placement_by_type.png
The bar under the picture is 20 um long.
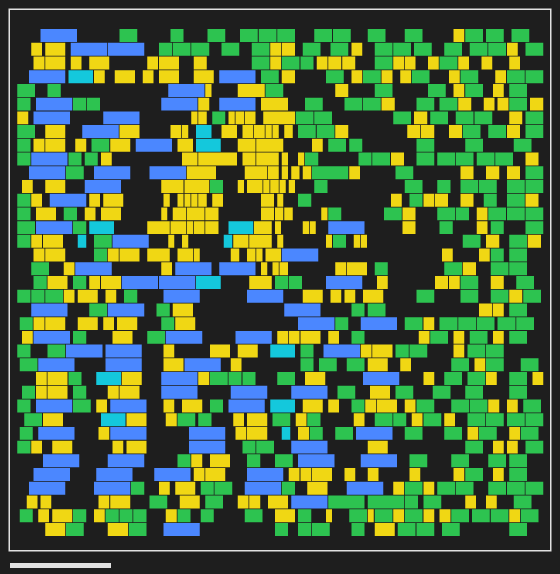
layer_met1.png
Supply wires on this layer in gray. Cells faint in the background.
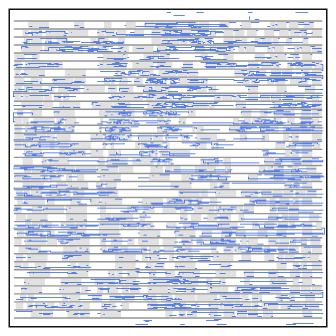
sizes.png
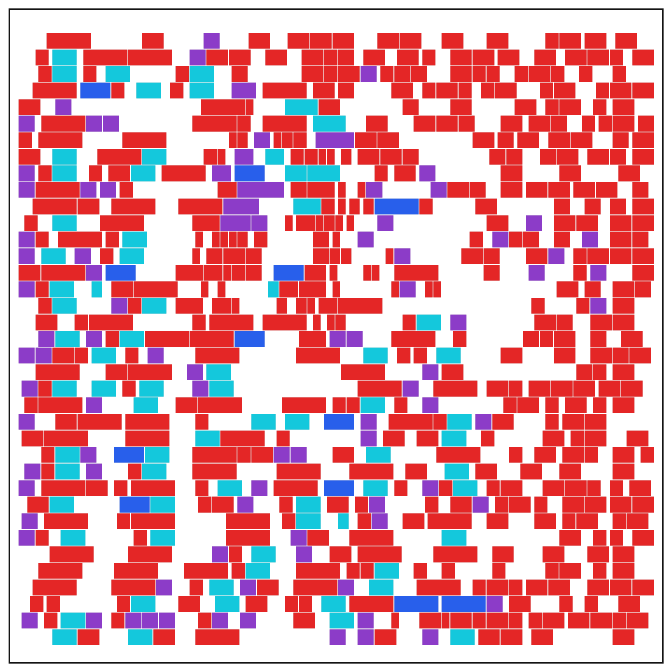
clocks.png
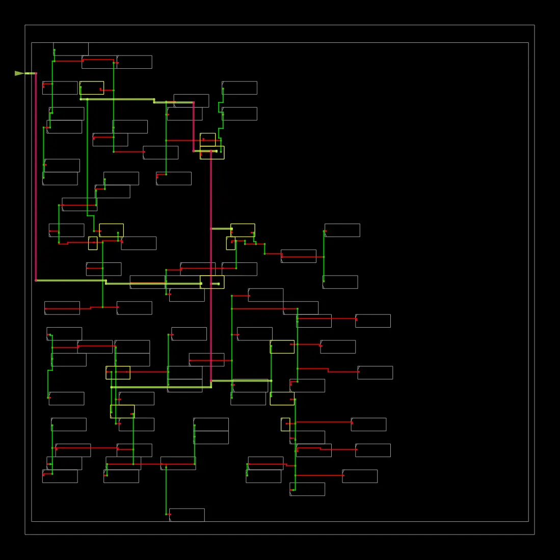
File: config.mk
export PLATFORM = sky130hd
export DESIGN_NAME = mem_arbiter
export DESIGN_NICKNAME = d
export VERILOG_FILES = /design/src/rtl/mem_arbiter.sv
export SDC_FILE = /design/constraint.sdc
export NUM_CORES = 1
export LEC_CHECK = 0
export CORE_UTILIZATION = 36
export DETAILED_ROUTE_END_ITERATION = 16
export MAX_ROUTING_LAYER = met4
export PLACE_DENSITY_LB_ADDON = 0.05
export SLEW_MARGIN = 20
export SYNTH_ARGS = -nofsm -noshare
export SYNTH_HDL_FRONTEND = slang
export SYNTH_SLANG_ARGS = --single-unit
File: constraint.sdc
create_clock -name i_clk -period 3.2 [get_ports i_clk]
set_input_delay 0.32 -clock i_clk [delete_from_list [all_inputs] [get_ports i_clk]]
set_output_delay 0.32 -clock i_clk [all_outputs]
set_load 0.05 [all_outputs]
File: src/rtl/mem_arbiter.sv
// Shares one word-granular memory port between icache and dcache with a one-cycle grant,
// in-order read-return routing, read throttling and burst fairness. Macro: ARB_ROUND_ROBIN_EN.
module mem_arbiter #(
  parameter int MAX_OUTSTANDING = 4,
  parameter int BURST_LEN       = 4
) (
  input  logic        i_clk,
  input  logic        i_rst,
  input  logic        i_ic_ren,
  input  logic [31:0] i_ic_addr,
  output logic        o_ic_ready,
  output logic [31:0] o_ic_rdata,
  output logic        o_ic_valid,
  input  logic        i_dc_ren,
  input  logic        i_dc_wen,
  input  logic [31:0] i_dc_addr,
  input  logic [31:0] i_dc_wdata,
  output logic        o_dc_ready,
  output logic [31:0] o_dc_rdata,
  output logic        o_dc_valid,
  input  logic        i_mem_ready,
  output logic [31:0] o_mem_addr,
  output logic        o_mem_ren,
  output logic        o_mem_wen,
  output logic [31:0] o_mem_wdata,
  input  logic [31:0] i_mem_rdata,
  input  logic        i_mem_valid,
  output logic [1:0]  o_owner,
  output logic        o_protocol_err
);
  localparam int CW = $clog2(MAX_OUTSTANDING) + 1;
  localparam int BW = $clog2(BURST_LEN + 1);
  localparam logic [CW-1:0] OUT_MAX   = CW'(MAX_OUTSTANDING);
  localparam logic [BW-1:0] BURST_MAX = BW'(BURST_LEN);

  typedef enum logic [1:0] {IDLE = 2'b00, OWN_I = 2'b01, OWN_D = 2'b10} state_t;

  state_t        state, state_nxt;
  logic          last_dc, last_dc_nxt;
  logic [CW-1:0] outstanding, outstanding_nxt;
  logic [BW-1:0] burst;
  logic          protocol_err;
  logic [31:0]   ic_rdata_q, dc_rdata_q;

  logic          ic_req, dc_req, dc_wins;
  logic          own_ren, own_wen, other_req;
  logic          rd_full, burst_full, yield_now, own_ready;
  logic          mem_ren, mem_wen, rd_acc, any_acc, beat_ok;
  logic          ic_valid, dc_valid;
  logic [31:0]   mem_addr, mem_wdata;

  assign ic_req = i_ic_ren;
  assign dc_req = i_dc_ren | i_dc_wen;

`ifdef ARB_ROUND_ROBIN_EN
  assign dc_wins = dc_req & (~ic_req | ~last_dc);
`else
  assign dc_wins = dc_req;
`endif

  always_comb begin
    own_ren   = 1'b0;
    own_wen   = 1'b0;
    other_req = 1'b0;
    mem_addr  = '0;
    mem_wdata = '0;
    case (state)
      OWN_I: begin
        own_ren   = i_ic_ren;
        other_req = dc_req;
        mem_addr  = i_ic_addr;
      end
      OWN_D: begin
        own_ren   = i_dc_ren;
        own_wen   = i_dc_wen;
        other_req = ic_req;
        mem_addr  = i_dc_addr;
        mem_wdata = i_dc_wdata;
      end
      default: ;
    endcase
  end

  // A saturated burst with a waiting rival stops new accepts so the owner can drain and yield.
  assign rd_full    = (outstanding == OUT_MAX);
  assign burst_full = (burst == BURST_MAX);
  assign yield_now  = burst_full & other_req;
  assign mem_ren    = own_ren & ~rd_full & ~yield_now;
  assign mem_wen    = own_wen & ~yield_now;
  assign own_ready  = (state != IDLE) & i_mem_ready & ~yield_now & ~(own_ren & rd_full);
  assign rd_acc     = mem_ren & i_mem_ready;
  assign any_acc    = (mem_ren | mem_wen) & i_mem_ready;
  assign beat_ok    = i_mem_valid & (outstanding != '0);
  assign ic_valid   = beat_ok & (state == OWN_I);
  assign dc_valid   = beat_ok & (state == OWN_D);

  always_comb begin
    outstanding_nxt = outstanding;
    if (rd_acc && !beat_ok) begin
      outstanding_nxt = outstanding + CW'(1);
    end else if (!rd_acc && beat_ok) begin
      outstanding_nxt = outstanding - CW'(1);
    end
  end

  always_comb begin
    state_nxt   = state;
    last_dc_nxt = last_dc;
    case (state)
      IDLE: begin
        if (dc_wins) begin
          state_nxt   = OWN_D;
          last_dc_nxt = 1'b1;
        end else if (ic_req) begin
          state_nxt   = OWN_I;
          last_dc_nxt = 1'b0;
        end
      end
      OWN_I, OWN_D: begin
        if (outstanding_nxt == '0 && (!(own_ren || own_wen) || yield_now)) begin
          state_nxt = IDLE;
        end
      end
      default: state_nxt = IDLE;
    endcase
  end

  always_ff @(posedge i_clk) begin
    if (i_rst) begin
      state        <= IDLE;
      last_dc      <= 1'b0;
      outstanding  <= '0;
      burst        <= '0;
      protocol_err <= 1'b0;
      ic_rdata_q   <= '0;
      dc_rdata_q   <= '0;
    end else begin
      state       <= state_nxt;
      last_dc     <= last_dc_nxt;
      outstanding <= outstanding_nxt;
      if (state == IDLE) begin
        burst <= '0;
      end else if (any_acc && !burst_full) begin
        burst <= burst + BW'(1);
      end
      if (i_mem_valid && !beat_ok) begin
        protocol_err <= 1'b1;
      end
      if (ic_valid) begin
        ic_rdata_q <= i_mem_rdata;
      end
      if (dc_valid) begin
        dc_rdata_q <= i_mem_rdata;
      end
    end
  end

  assign o_owner        = state;
  assign o_mem_addr     = mem_addr;
  assign o_mem_wdata    = mem_wdata;
  assign o_mem_ren      = mem_ren;
  assign o_mem_wen      = mem_wen;
  assign o_ic_ready     = (state == OWN_I) & own_ready;
  assign o_dc_ready     = (state == OWN_D) & own_ready;
  assign o_ic_valid     = ic_valid;
  assign o_dc_valid     = dc_valid;
  assign o_ic_rdata     = ic_valid ? i_mem_rdata : ic_rdata_q;
  assign o_dc_rdata     = dc_valid ? i_mem_rdata : dc_rdata_q;
  assign o_protocol_err = protocol_err;

  a_last_owner: assert property (@(posedge i_clk) disable iff (i_rst)
    (state != IDLE) |-> (last_dc == (state == OWN_D)));
  a_out_bound: assert property (@(posedge i_clk) disable iff (i_rst)
    outstanding <= OUT_MAX);

endmodule

==> run notes <==
Flow results are below.

- The non-clock inverter count in the final layout is 13, for reference.
- The final period demand of the worst path is between 2000 and 3000 ps, for reference.
- The category of the most critical setup path is reg -> out, for reference.
- The commonest non-fill, non-tap cell in the layout is clkdlybuf4s50_1, for reference.
- The run finished with clean final reports.
- The multi-input combinational cell area is about 0.0023 sq mm, for reference.
- The worst-path maximum fanout is 25, for reference.
- After layout the signal buffers, clock cells excluded, come to roughly 39% of cell area.
- Per the final timing report, the hold violations number 0.
- In this run the tool buffered the top-level ports with approximately 270 buffer cells.
- The tightest hold path in the finished design has a slack of ~500 ps.
- The required time reported for the critical path endpoint is roughly 2900 ps, for reference.
- The stage logs contain a warning count of 31.
- The adder-cell share of the synthesized area is around 2.5%, for reference.
- The flop and latch count out of synthesis is ~73, for reference.
- A synthesized cell averages about 9.5 sq um.
- The power report lists cell-internal power as 2360 uW.
- The type of the tightest min-delay check is reg -> reg, for reference.
- The post-route clock skew is 10.7 ps, for reference.
- The final report gives the standard cell area, fillers excluded, as about 0.0068 sq mm.
- Per the layout report, the design carries 919 filler cells.
- The clock transition at the register clock pins on the worst setup and hold paths after CTS is 60 ps, for reference.
- The yosys cell count is ~420, for reference.
- The share of total power in combinational logic is 64.8%, for reference.
Notes on placement_by_type.png above:
class	color	cells	share of their area
sequential cells	blue	73	22%
combinational and other logic	yellow	313	36%
remaining buffers and delay cells	green	278	40%
clock drivers and dummy loads	cyan	13	2.2%

Notes on layer_met1.png above:
main direction	horizontal
nets with wire on the layer	708
longest straight run	40.9 um
share of all routed wire	37%
wire length on this layer	5100 um

Notes on sizes.png above:
size	color	cells	share
_2 cells	cyan	73	11%
_0 and _1 cells	red	501	74%
_6 and larger	blue	12	1.8%
_3 and _4 cells	purple	91	13%
count of buffers not belonging to the clock network in the layout: 278
setup ws final: 227 ps

Notes on clocks.png above:
number of sequential cells in the layout: 73
total clock sinks: 73
clock latency reported for the late side of the worst-skew pair: 340 ps
clock tree buffer count of the final layout: 9

routing by layer:
layer  GRT usage [%]  vias to the layer above  wire length, um
li1                -                     1926                -
met1            24.4                     1829             5100
met2            43.5                      158             7110
met3            7.66                       30             1080
met4            10.5                        0              442
met5               -                        -                0
Yosys cell counts (all sizes together), types with 2 or more instances:
library cell,instances,share of area (%)
and2,97,15
dfxtp,73,37
mux2,64,18
a22oi,32,6.0
nor2b,32,5.0
clkbuf,22,2.1
inv,13,1.2
nand2,12,1.1
buf,11,1.6
nor2,11,1.0
ha,8,2.5
nand3,5,0.76
nand4,5,0.94
nor3,4,0.50
a21oi,3,0.76
o211ai,3,0.91
o21ai,3,0.38
xnor2,3,0.66
a21o,2,0.38
nand2b,2,0.31
or4b,2,0.60
power by group through the flow:
stage	Combinational (uW)	Sequential (uW)	Clock, uW
global route	3120	1040	645
CTS	2980	1030	602
global placement	2920	1040	0
detailed placement	2960	1050	0
finish	2950	1030	575
floorplan	2000	1080	0
flip-flops by register name (all words and copies together) (netlist names):
register / cells
dc_rdata_q: 32
o_owner: 2
burst: 3
o_protocol_err: 1
outstanding: 3
ic_rdata_q: 32
what timing repair did:
item / in CTS / in global routing
endpoints found under the hold margin: 0 / 0
resized: 0 / 1
setup endpoints to repair: 0 / 21
final timing paths:
check                 start  slack (ps)              to  cells past startpoint
min reg2reg  o_protocol_err         500  o_protocol_err                      2
max reg2reg      o_owner[1]         420      o_owner[1]                      9
max              o_owner[1]         230  o_mem_addr[12]                      5
min          o_protocol_err         500  o_protocol_err                      2
cells by family (layout without fill, tap and decap cells):
logic type                 count (synthesis)  after routing
xor gates and xnor gates                   3              3
buffers and inverters                     46            304
and+or+nand+nor                          173            173
muxes                                     65             65
DFF                                       73             73
adders and majority gates                  8              8
AOI/OAI and AO/OA                         51             51
Power is estimated from default activity; no workload was simulated.
